### src/rtl/hough_sequencer.sv
// Raster-scans an edge bitmap and dispatches each edge pixel to a hough_transformer,
// waiting for the transformer to finish before moving to the next pixel.
module hough_sequencer #(
    parameter int WIDTH  = 640,
    parameter int HEIGHT = 480
) (
    input  logic        clk,
    input  logic        reset,
    input  logic        frame_start,
    output logic [18:0] edge_addr,
    input  logic        edge_data,
    output logic        ht_start,
    output logic [9:0]  ht_x,
    output logic [8:0]  ht_y,
    input  logic        ht_done,
    output logic        busy,
    output logic        frame_done,
    output logic [18:0] edge_count
);

    localparam logic [9:0] X_LAST = 10'(WIDTH - 1);
    localparam logic [8:0] Y_LAST = 9'(HEIGHT - 1);

    typedef enum logic [2:0] {
        IDLE,
        READ,
        CHECK,
        FIRE,
        WAIT,
        DONE
    } state_t;

    state_t      state;
    logic [9:0]  x;
    logic [8:0]  y;
    logic [18:0] addr;
    logic        step;

    // Address is tracked incrementally; raster order keeps it equal to y*WIDTH+x.
    assign edge_addr = addr;
    assign ht_x      = x;
    assign ht_y      = y;
    assign step      = ((state == CHECK) && !edge_data) || ((state == WAIT) && ht_done);

    always_ff @(posedge clk or posedge reset) begin
        if (reset) begin
            state      <= IDLE;
            x          <= '0;
            y          <= '0;
            addr       <= '0;
            edge_count <= '0;
            ht_start   <= 1'b0;
            busy       <= 1'b0;
            frame_done <= 1'b0;
        end else begin
            ht_start   <= 1'b0;
            frame_done <= 1'b0;
            case (state)
                IDLE: begin
                    if (frame_start) begin
                        x          <= '0;
                        y          <= '0;
                        addr       <= '0;
                        edge_count <= '0;
                        busy       <= 1'b1;
                        state      <= READ;
                    end
                end
                READ:  state <= CHECK;
                CHECK: begin
                    if (edge_data) begin
                        ht_start <= 1'b1;
                        state    <= FIRE;
                    end
                end
                FIRE: begin
                    edge_count <= edge_count + 19'd1;
                    state      <= WAIT;
                end
                WAIT: ;
                DONE: begin
                    busy  <= 1'b0;
                    state <= IDLE;
                end
                default: state <= IDLE;
            endcase

            // Pixel advance, shared by a blank pixel in CHECK and a finished one in WAIT.
            if (step) begin
                if ((x == X_LAST) && (y == Y_LAST)) begin
                    frame_done <= 1'b1;
                    state      <= DONE;
                end else begin
                    if (x == X_LAST) begin
                        x <= '0;
                        y <= y + 9'd1;
                    end else begin
                        x <= x + 10'd1;
                    end
                    addr  <= addr + 19'd1;
                    state <= READ;
                end
            end
        end
    end

endmodule

### config.mk
export PLATFORM = sky130hd
export DESIGN_NAME = hough_sequencer
export DESIGN_NICKNAME = d
export VERILOG_FILES = /design/src/rtl/hough_sequencer.sv
export SDC_FILE = /design/constraint.sdc
export NUM_CORES = 1
export LEC_CHECK = 0
export ABC_AREA = 1
export CELL_PAD_IN_SITES_DETAIL_PLACEMENT = 2
export CELL_PAD_IN_SITES_GLOBAL_PLACEMENT = 2
export CORE_ASPECT_RATIO = 1.2
export CORE_MARGIN = 5
export CORE_UTILIZATION = 32
export DETAILED_ROUTE_END_ITERATION = 10
export PLACE_DENSITY_LB_ADDON = 0.1
export SLEW_MARGIN = 20
export SYNTH_ARGS = -nofsm -noshare
export SYNTH_HDL_FRONTEND = slang
export SYNTH_SLANG_ARGS = --single-unit
### constraint.sdc
create_clock -name clk -period 3.9 [get_ports clk]
set_clock_uncertainty 0.05 [all_clocks]
set_input_delay 0.585 -clock clk [delete_from_list [all_inputs] [get_ports clk]]
set_output_delay 0.585 -clock clk [all_outputs]
set_load 0.01 [all_outputs]
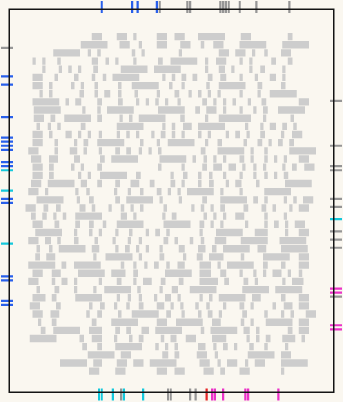
Figure 1: pin placement.
Drawn at 3 px/um. Pins as bars across the die edge, other pins in gray.
- ht_x: magenta (pins 10; direction output; edge 6 bottom, 4 right)
- edge_count: blue (pins 19; direction output; edge 15 left, 4 top)
- ht_y: cyan (pins 9; direction output; edge 5 bottom, 3 left, 1 right)
- frame_done: red (pins 1; direction output; edge bottom)
- all pins by edge: 19 left, 17 bottom, 15 right, 14 top

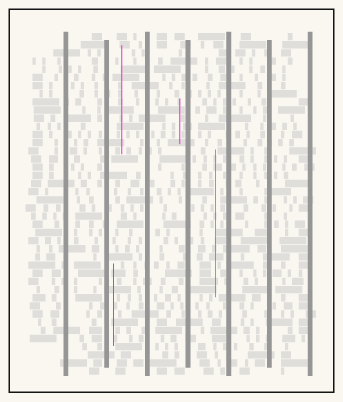
Figure 2: the metal 4 layer.
Drawn at 3 px/um. Supply wires on this layer in gray.
- main direction: vertical
- wire length on this layer: 127 um
- share of all routed wire: 1.0%
- nets with wire on the layer: 2

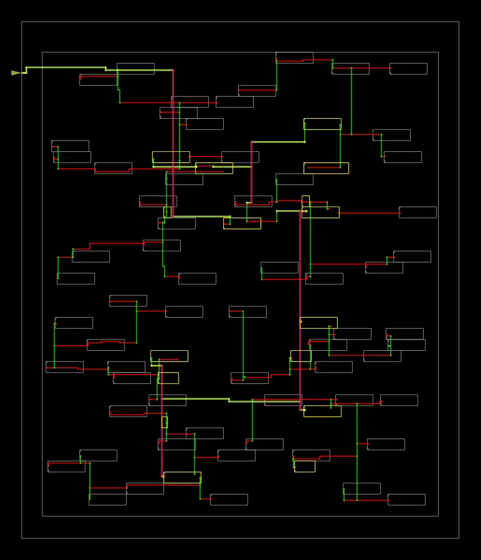
Figure 3: clock nets.
clk latency late pin: 0.33 ns
P_clk: 849 uW
CLK BUF: 13

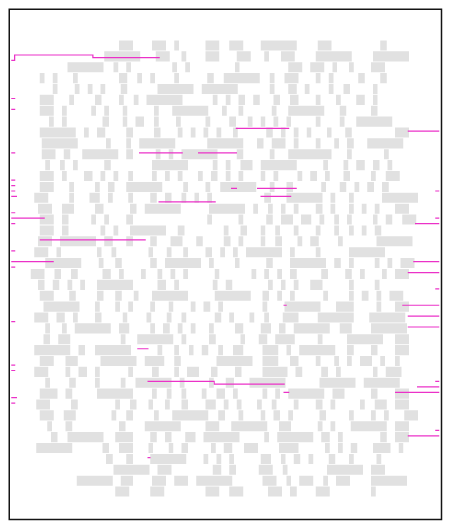
Figure 4: M3 wires.
Drawn at 4 px/um.
- longest straight run: 26.2 um
- share of all routed wire: 2.3%
- wire length on this layer: 278 um
- main direction: horizontal

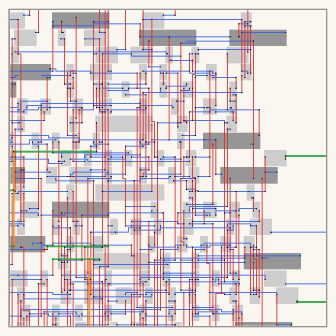
Figure 5: close-up of the layout.
Window x 56 to 106, y 70 to 120 um. Cells in gray, sequential cells in the stronger gray; small squares are vias.
- metal 2: red
- metal 1: blue
- metal 3: green
- metal 4: orange
- netlist names of flops here include: edge_addr (9)
- sequential cells in the window: 9
- most frequent: nand2_1 (38), nor2_1 (16), nand3_1 (16)
- cells with their middle in the window: 126

==> results.ini <==
[detailed_routing]
drt_pass1_iterations=4
drc=0
routed_wirelength_um=12200
ant_nets=0
avgViaCountPerCell=5.00
dr_wl_met2_um=6580
wl_met3_um=278
drtIter0Drc=86
post_drt_wl_per_cell_um=16.5

[final_timing]
rsz0062_at_grt=no
relSlewSlack_pct=42.5
hold_slack_ns=0.482
final.setup.tns_ns=0
worst_pin_slew_ns=0.863
worst_slack_ns=1.50
max_freq_mhz=417
fin_crit_sh_pct=61.6
hold_viol=0
min_period_ns=2.40
setup_viol=0

[global_routing]
use_met1_pct=22.1
grt.overflow.total=0
met3_usage_pct=3.33
grt_pass1_wl_um=20700
grt_use_total_pct=18.9
antenna_found_initial=0
busiest_layer=met2
grt_pass1_vias=4180
grt_start_max_net_pins=64

[logic_synthesis]
numSynthFlops=63
yosys_warnings=0
common_cells=151 x nand2_1, 66 x inv_1, 63 x dfrtp_1
ys_sh_aoi_pct=7.96
yosysChipArea_um2=3660
postSynth.asyncResetShare_pct=100
synth-main-ff-cell=dfrtp_1
edf_count=0
synth_top_area_share_pct=43.0
largest_area_cell=dfrtp_1
ys_sh_adder_pct=1.37
ys_top_logic_family=simple AND/OR/NAND/NOR gates
simple_gate_area_share_pct=35.6
most_common_cell=nand2_1
topCellsByArea=dfrtp_1 43%, nand2_1 15%, nand3_1 7.4%
synthCells=514
xor_share_pct=3.59

[placed_design]
pre_cts_ws_ns=1.41
portBuffers=64
dp_hpwl_um=8760
place_inst=725
place.gp.congestion=0.790

[cells_and_area]
flops=63
syn_to_final_growth_pct=30.1
layout_top_cells=151 x nand2_1, 65 x inv_1, 64 x clkdlybuf4s50_1, 63 x dfrtp_1, 60 x nor2_1
seq_share_pct=33.1
fin_area_um2=4770
diodes=0
comb_area_um2=1780
stdcell_count=741
num-nonclk-inverters=68
fillCellCount=1345
finish.utilization_pct=42.8
sh_comb_area_pct=37.3

[critical_path]
r2r-end=edge_count[7]
path_buffers=3
r2r_start=state[2]
max_stage_delay_ns=0.55
endpoint=edge_count[7]
worst_path_max_delay_cell=inv_1
path_class=reg2reg
reg2reg_slack_ns=1.50
crit_fanout=13
timing.critical_path.mode_cell=inv_1
path_depth=7
endpoint_kind=register

[power_and_ir_drop]
pwr-share-seq_pct=35.6
comb_power_uw=723
power_leader=sequential cells
fin_total_pwr_uw=2440
p_int_uw=1550
power.share.clock_pct=34.8
share_comb_of_total_power_pct=29.6
p_seq_uw=868

[floorplanning]
num_rows=42
die_y_um=127
fp_util_pct=32.9
core_area_um2=11100
tap_cells=154
die_area_um2=13700

[clocking]
clkTransAtPathRegs_ns=0.06
cts_resized=0
cts_setup_buffers=0
cts_made_buffers=9
cts_hold_buf=0

[min_path]
holdPathStages=2
worstHoldStart=ht_x[7]

[flow_run]
cap_violations=0

[status]
status=finished, final reports clean

Power and IR drop assume default switching activity.
